**src/rtl/serial_adder_pkg.sv**
```systemverilog
// Shared definitions for the bit-serial adder/subtractor: FSM state
// encodings and the legal range of the WIDTH parameter.
package serial_adder_pkg;

    localparam int unsigned SA_STATE_W   = 2;
    localparam int unsigned SA_WIDTH_MIN = 2;
    localparam int unsigned SA_WIDTH_MAX = 32;

    typedef enum logic [SA_STATE_W-1:0] {
        SA_IDLE = 2'd0,
        SA_RUN  = 2'd1,
        SA_DONE = 2'd2
    } sa_state_e;

endpackage : serial_adder_pkg

```
**src/rtl/serial_adder_fa.sv**
```systemverilog
// 1-bit combinational adder cells used by the serial adder.
//   ha: half adder   x, y      -> s, c
//   fa: full adder   x, y, ci  -> s, co  (two half adders plus an OR)

module ha (
    input  logic x,
    input  logic y,
    output logic s,
    output logic c
);
    assign s = x ^ y;
    assign c = x & y;
endmodule : ha

module fa (
    input  logic x,
    input  logic y,
    input  logic ci,
    output logic s,
    output logic co
);
    logic s0;
    logic c0;
    logic c1;

    ha u_ha0 (.x(x),  .y(y),  .s(s0), .c(c0));
    ha u_ha1 (.x(s0), .y(ci), .s(s),  .c(c1));

    // Both half-adder carries can never be high together, so OR suffices.
    assign co = c0 | c1;
endmodule : fa

```
**src/rtl/serial_adder.sv**
```systemverilog
// Bit-serial WIDTH-bit adder/subtractor, LSB first, one full-adder slice
// with a registered carry. Subtraction adds ~b with carry-in 1.
// Ports:
//   clk, rst_n     clock, synchronous active-low reset
//   start          request, accepted in IDLE or DONE
//   sub            0 = a+b, 1 = a-b (latched with start)
//   a, b           operands (latched with start)
//   sum            result, registered, updates on completion only
//   carry          carry out (add) / not-borrow (sub), registered
//   overflow       signed overflow, registered
//   busy           high while a result is being computed
//   done           one-cycle pulse once the result is valid
module serial_adder
    import serial_adder_pkg::*;
#(
    parameter int unsigned WIDTH = 8
) (
    input  logic             clk,
    input  logic             rst_n,
    input  logic             start,
    input  logic             sub,
    input  logic [WIDTH-1:0] a,
    input  logic [WIDTH-1:0] b,
    output logic [WIDTH-1:0] sum,
    output logic             carry,
    output logic             overflow,
    output logic             busy,
    output logic             done
);

    localparam int unsigned CNT_W = $clog2(WIDTH);
    localparam logic [CNT_W-1:0] CNT_LAST = CNT_W'(WIDTH - 1);

    generate
        if (WIDTH < SA_WIDTH_MIN || WIDTH > SA_WIDTH_MAX) begin : g_bad_width
            $error("serial_adder: WIDTH out of range");
        end
    endgenerate

    sa_state_e        state;
    sa_state_e        state_nxt;
    logic [WIDTH-1:0] a_sr;
    logic [WIDTH-1:0] b_sr;
    logic [WIDTH-1:0] res_sr;
    logic [WIDTH-1:0] res_nxt;
    logic [CNT_W-1:0] cnt;
    logic             c;
    logic             fa_s;
    logic             fa_co;
    logic             load;
    logic             shift;
    logic             finish;

    fa u_fa (
        .x  (a_sr[0]),
        .y  (b_sr[0]),
        .ci (c),
        .s  (fa_s),
        .co (fa_co)
    );

    // State register.
    always_ff @(posedge clk) begin
        if (!rst_n) begin
            state <= SA_IDLE;
        end else begin
            state <= state_nxt;
        end
    end

    // Next-state logic.
    always_comb begin
        state_nxt = state;
        unique case (state)
            SA_IDLE: if (start) state_nxt = SA_RUN;
            SA_RUN:  if (cnt == CNT_LAST) state_nxt = SA_DONE;
            SA_DONE: state_nxt = start ? SA_RUN : SA_IDLE;
            default: state_nxt = SA_IDLE;
        endcase
    end

    // Datapath controls decoded from the current state.
    always_comb begin
        load   = 1'b0;
        shift  = 1'b0;
        finish = 1'b0;
        unique case (state)
            SA_IDLE: load = start;
            SA_RUN: begin
                shift  = 1'b1;
                finish = (cnt == CNT_LAST);
            end
            SA_DONE: load = start;
            default: ;
        endcase
    end

    // New result bit enters at the MSB so the word is aligned after WIDTH shifts.
    assign res_nxt = {fa_s, res_sr[WIDTH-1:1]};

    // Datapath and registered outputs. busy/done are state decodes
    // delayed one cycle, so they appear once the result is stable.
    always_ff @(posedge clk) begin
        if (!rst_n) begin
            a_sr     <= '0;
            b_sr     <= '0;
            res_sr   <= '0;
            cnt      <= '0;
            c        <= 1'b0;
            sum      <= '0;
            carry    <= 1'b0;
            overflow <= 1'b0;
            busy     <= 1'b0;
            done     <= 1'b0;
        end else begin
            busy <= (state == SA_RUN);
            done <= (state == SA_DONE);
            if (load) begin
                a_sr <= a;
                b_sr <= sub ? ~b : b;
                c    <= sub;
                cnt  <= '0;
            end else if (shift) begin
                a_sr   <= a_sr >> 1;
                b_sr   <= b_sr >> 1;
                res_sr <= res_nxt;
                c      <= fa_co;
                cnt    <= cnt + CNT_W'(1);
            end
            if (finish) begin
                sum      <= res_nxt;
                carry    <= fa_co;
                overflow <= c ^ fa_co;
            end
        end
    end

endmodule : serial_adder

```
**config.mk**
```make
export PLATFORM = sky130hd
export DESIGN_NAME = serial_adder
export DESIGN_NICKNAME = d
export VERILOG_FILES = /design/src/rtl/serial_adder_pkg.sv /design/src/rtl/serial_adder_fa.sv /design/src/rtl/serial_adder.sv
export SDC_FILE = /design/constraint.sdc
export NUM_CORES = 1
export LEC_CHECK = 0
export ABC_AREA = 1
export ABC_CLOCK_PERIOD_IN_PS = 1600
export CAP_MARGIN = 10
export CELL_PAD_IN_SITES_DETAIL_PLACEMENT = 1
export CELL_PAD_IN_SITES_GLOBAL_PLACEMENT = 2
export CORE_UTILIZATION = 29
export CTS_CLUSTER_SIZE = 30
export DETAILED_ROUTE_END_ITERATION = 8
export PLACE_DENSITY_LB_ADDON = 0.05
export SYNTH_ARGS = -nofsm -noshare
export SYNTH_HDL_FRONTEND = slang
export SYNTH_HIERARCHICAL = 1
export SYNTH_SLANG_ARGS = --single-unit
```
**constraint.sdc**
```tcl
create_clock -name clk -period 1.6 [get_ports clk]
set_clock_uncertainty 0.15 [all_clocks]
set_input_delay 0.32 -clock clk [delete_from_list [all_inputs] [get_ports clk]]
set_output_delay 0.32 -clock clk [all_outputs]
set_load 0.01 [all_outputs]
```
### Track usage over the die

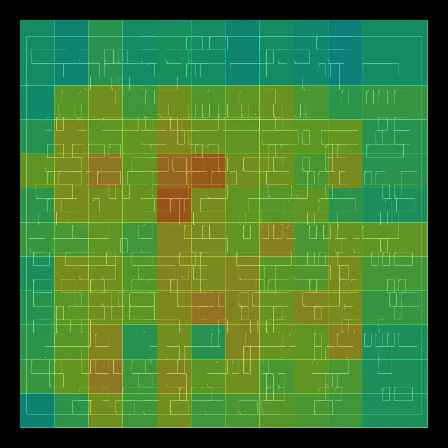
share of the core filled with cells in the final layout: 39.9%
post-detailed-route wirelength per cell: 12.3 um
GR Layer Usage met3: 3.63%
All-Layer GR Usage: 15.5%
global-route layer with the greatest usage: met2

### Met3 routing

Bar = 20 um.
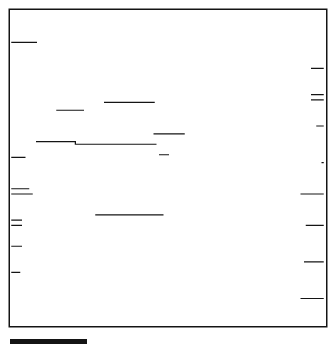
- longest straight run: 20.9 um
- main direction: horizontal

==> summary.txt <==
Implementation numbers.

- The run finished with clean final reports.
- The required time at the worst endpoint is listed as about 1600 ps.
- For this run, design rule violations remaining after detail routing come to 0.
- The number of search-and-repair iterations in the first detailed-routing pass is 4.
- The number of nets in the final layout is around 320.
- Of the total standard cell area in the layout, the sequential portion is about a third.
- The area fraction of the dominant cell type after synthesis is 44.0%.
- The synthesis stat section lists a flop and latch total of ~41.
- The share of flip-flops with an asynchronous set or reset after synthesis is 0%.
- The cell sequence reported for the critical path is ha_1, ha_1, inv_1, nand2_2, xor2_1, nor2_1, nor2_1.
- The fraction of synthesized cell area in xor and xnor cells is less than 1%.
- The final-report setup violation count is 0.
- The clock net sink count is between 40 and 50.
- The portion of the layout cell area used by non-clock buffers is between 10% and 20%.
- The report puts the cell count of the worst reg-to-reg path at 7.
- The largest registers in the layout are a_sr (8), b_sr (8), sum (8).
- For reference, the clock transition at the flip-flops on the worst setup and hold paths is around 80 ps.
- Per the gpl log, the routability congestion estimate is between 0.6 and 0.7.
- The fraction of area in multi-input gates is a little over a third.
- The class of the most critical setup path is reg2reg.
- The diode insertion count for antenna repair is 0.
- The tree is rooted in a sky130_fd_sc_hd__clkbuf_8.
- On the critical path the data arrives at 1500 ps.
- The wire-length estimate of the detail-placed layout is 3.29 mm.
- The synthesis log from Yosys contains 6 warnings.
- The detailed route wirelength on metal3 is 139 um.
- The starting density of the core is between 30% and 40%.
- The layout summary lists the proportion of cells stronger than drive strength 1 as 13.0%.
- The leakage power is approximately 1.2 nW.
- The number of cells reported by Yosys stat comes to approximately 250.
- Per the skew report, the later register of the worst-skew pair sees a clock latency of roughly 290 ps.
- The worst setup margin is 131 ps.
- Total power normalized to cell area comes to around 970 nW/um2.
- The transition time recorded at the tightest slew-check pin is 277 ps.
- In the hold report, the worst path ends at sum[2]$_SDFFE_PN0P_.
- The flop count is slightly above 40.
- The critical path runs through a total of 7 cells.
- The simple-gate area share of the yosys netlist is 34.9%.
- For the finished layout, the period the worst path requires is 1470 ps.
- Per the synthesis report, the dominant area consumer among library cells is sky130_fd_sc_hd__dfxtp_1.
- The number of fill cells in the layout is 768.
- The sum of met2 wire segment lengths after detailed routing is around 2.1 mm.
- The number of instances in the synthesized netlist is roughly 250.
- The area growth from synthesis to layout is 29.6%.
- The per-cell via count in the routed design is around 4.5.
- Counting plain and timing-repair buffers in the layout gives ~44.
- The worst register-to-register path ends at overflow$_SDFFE_PN0P_.
- The post-route antenna net violation count is 0.
- Entering global routing, the biggest net connects 29 pins.
- The number of nets in the synthesized netlist is 277.
- For the final routed database, the setup TNS stands at 0 ps.
- The cell type taking the most area is multi-input combinational cells.
- The chip occupies 6750 um2.
- For reference, the placement row count at floorplan is 28.
- The total global routing overflow is 0.
- Measured against the total synthesized area, the mux share comes to 0%.
- The tally of clock buffers in the finished layout is 7.
- Counting flops with a built-in enable in the synthesized netlist gives 0.
- The post-CTS hold buffer count recorded in the log is 0.
- In the final layout, clock buffers and inverters account for 4.82% of the cell area.
- The clock tree from TritonCTS is yes.
- The max-capacitance violation count is 0.
- The routing usage on met2 is a little over a quarter.
- Per the timing report, the biggest fanout along the worst path comes to 3.
- The number of logic inverters in the finished layout is 26.
- The most common logic cell in the routed design is sky130_fd_sc_hd__nand2_1.
- The complex-gate fraction of the synthesized area is around 7.4%.
- The most critical setup path has its endpoint at overflow$_SDFFE_PN0P_.
- The class of the most critical hold timing path is reg2reg.
- The peak supply drop is between 0.4 and 0.5 mV.
- Summing all flip-flop and latch instances after layout gives about 820 um2.
- The deepest clock path buffer count is 2.
### Sequential cells colored by netlist name

Other sequential cells in the stronger gray, the rest of the logic in the fainter gray.
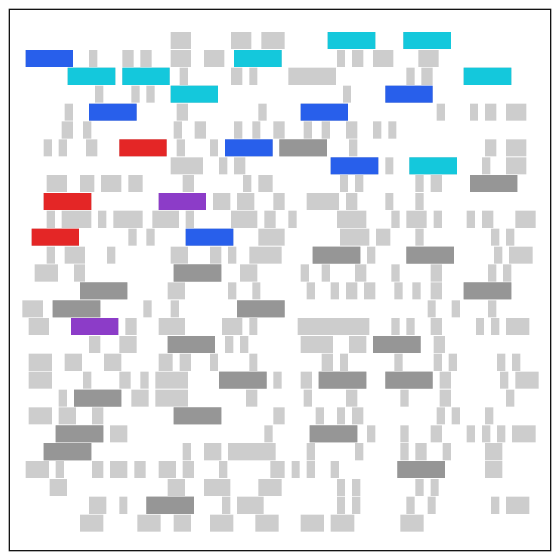
- blue: res_sr (placed flops 7)
- purple: state (placed flops 2)
- cyan: sum (placed flops 8)
- red: cnt (placed flops 3)
- not colored: 21

-- timing repair --
action                                  in CTS  in global routing
resized                                     12                  3
setup buffers                                0                  0
endpoints found under the setup margin      12                 10
-- per-stage QoR --
stage | hold WS [ps] | instance area [um2] | util, % | std cells
4_1_cts | 319 | 2410 | 39.7 | 368
6_report | 309 | 2420 | 39.9 | 368
2_1_floorplan | 284 | 1860 | - | 253
3_5_place_dp | 310 | 2300 | 38.0 | 360
5_1_grt | 325 | 2420 | 39.9 | 368
3_3_place_gp | 301 | 2300 | 38.0 | 360
-- power breakdown --
part / internal, mW / total [mW] / switching (mW)
clock: 0.509 / 0.878 / 0.369
combinational: 0.162 / 0.343 / 0.181
sequential: 1.08 / 1.11 / 0.0362
No activity file was given, so power comes from the tool's default toggle rates.
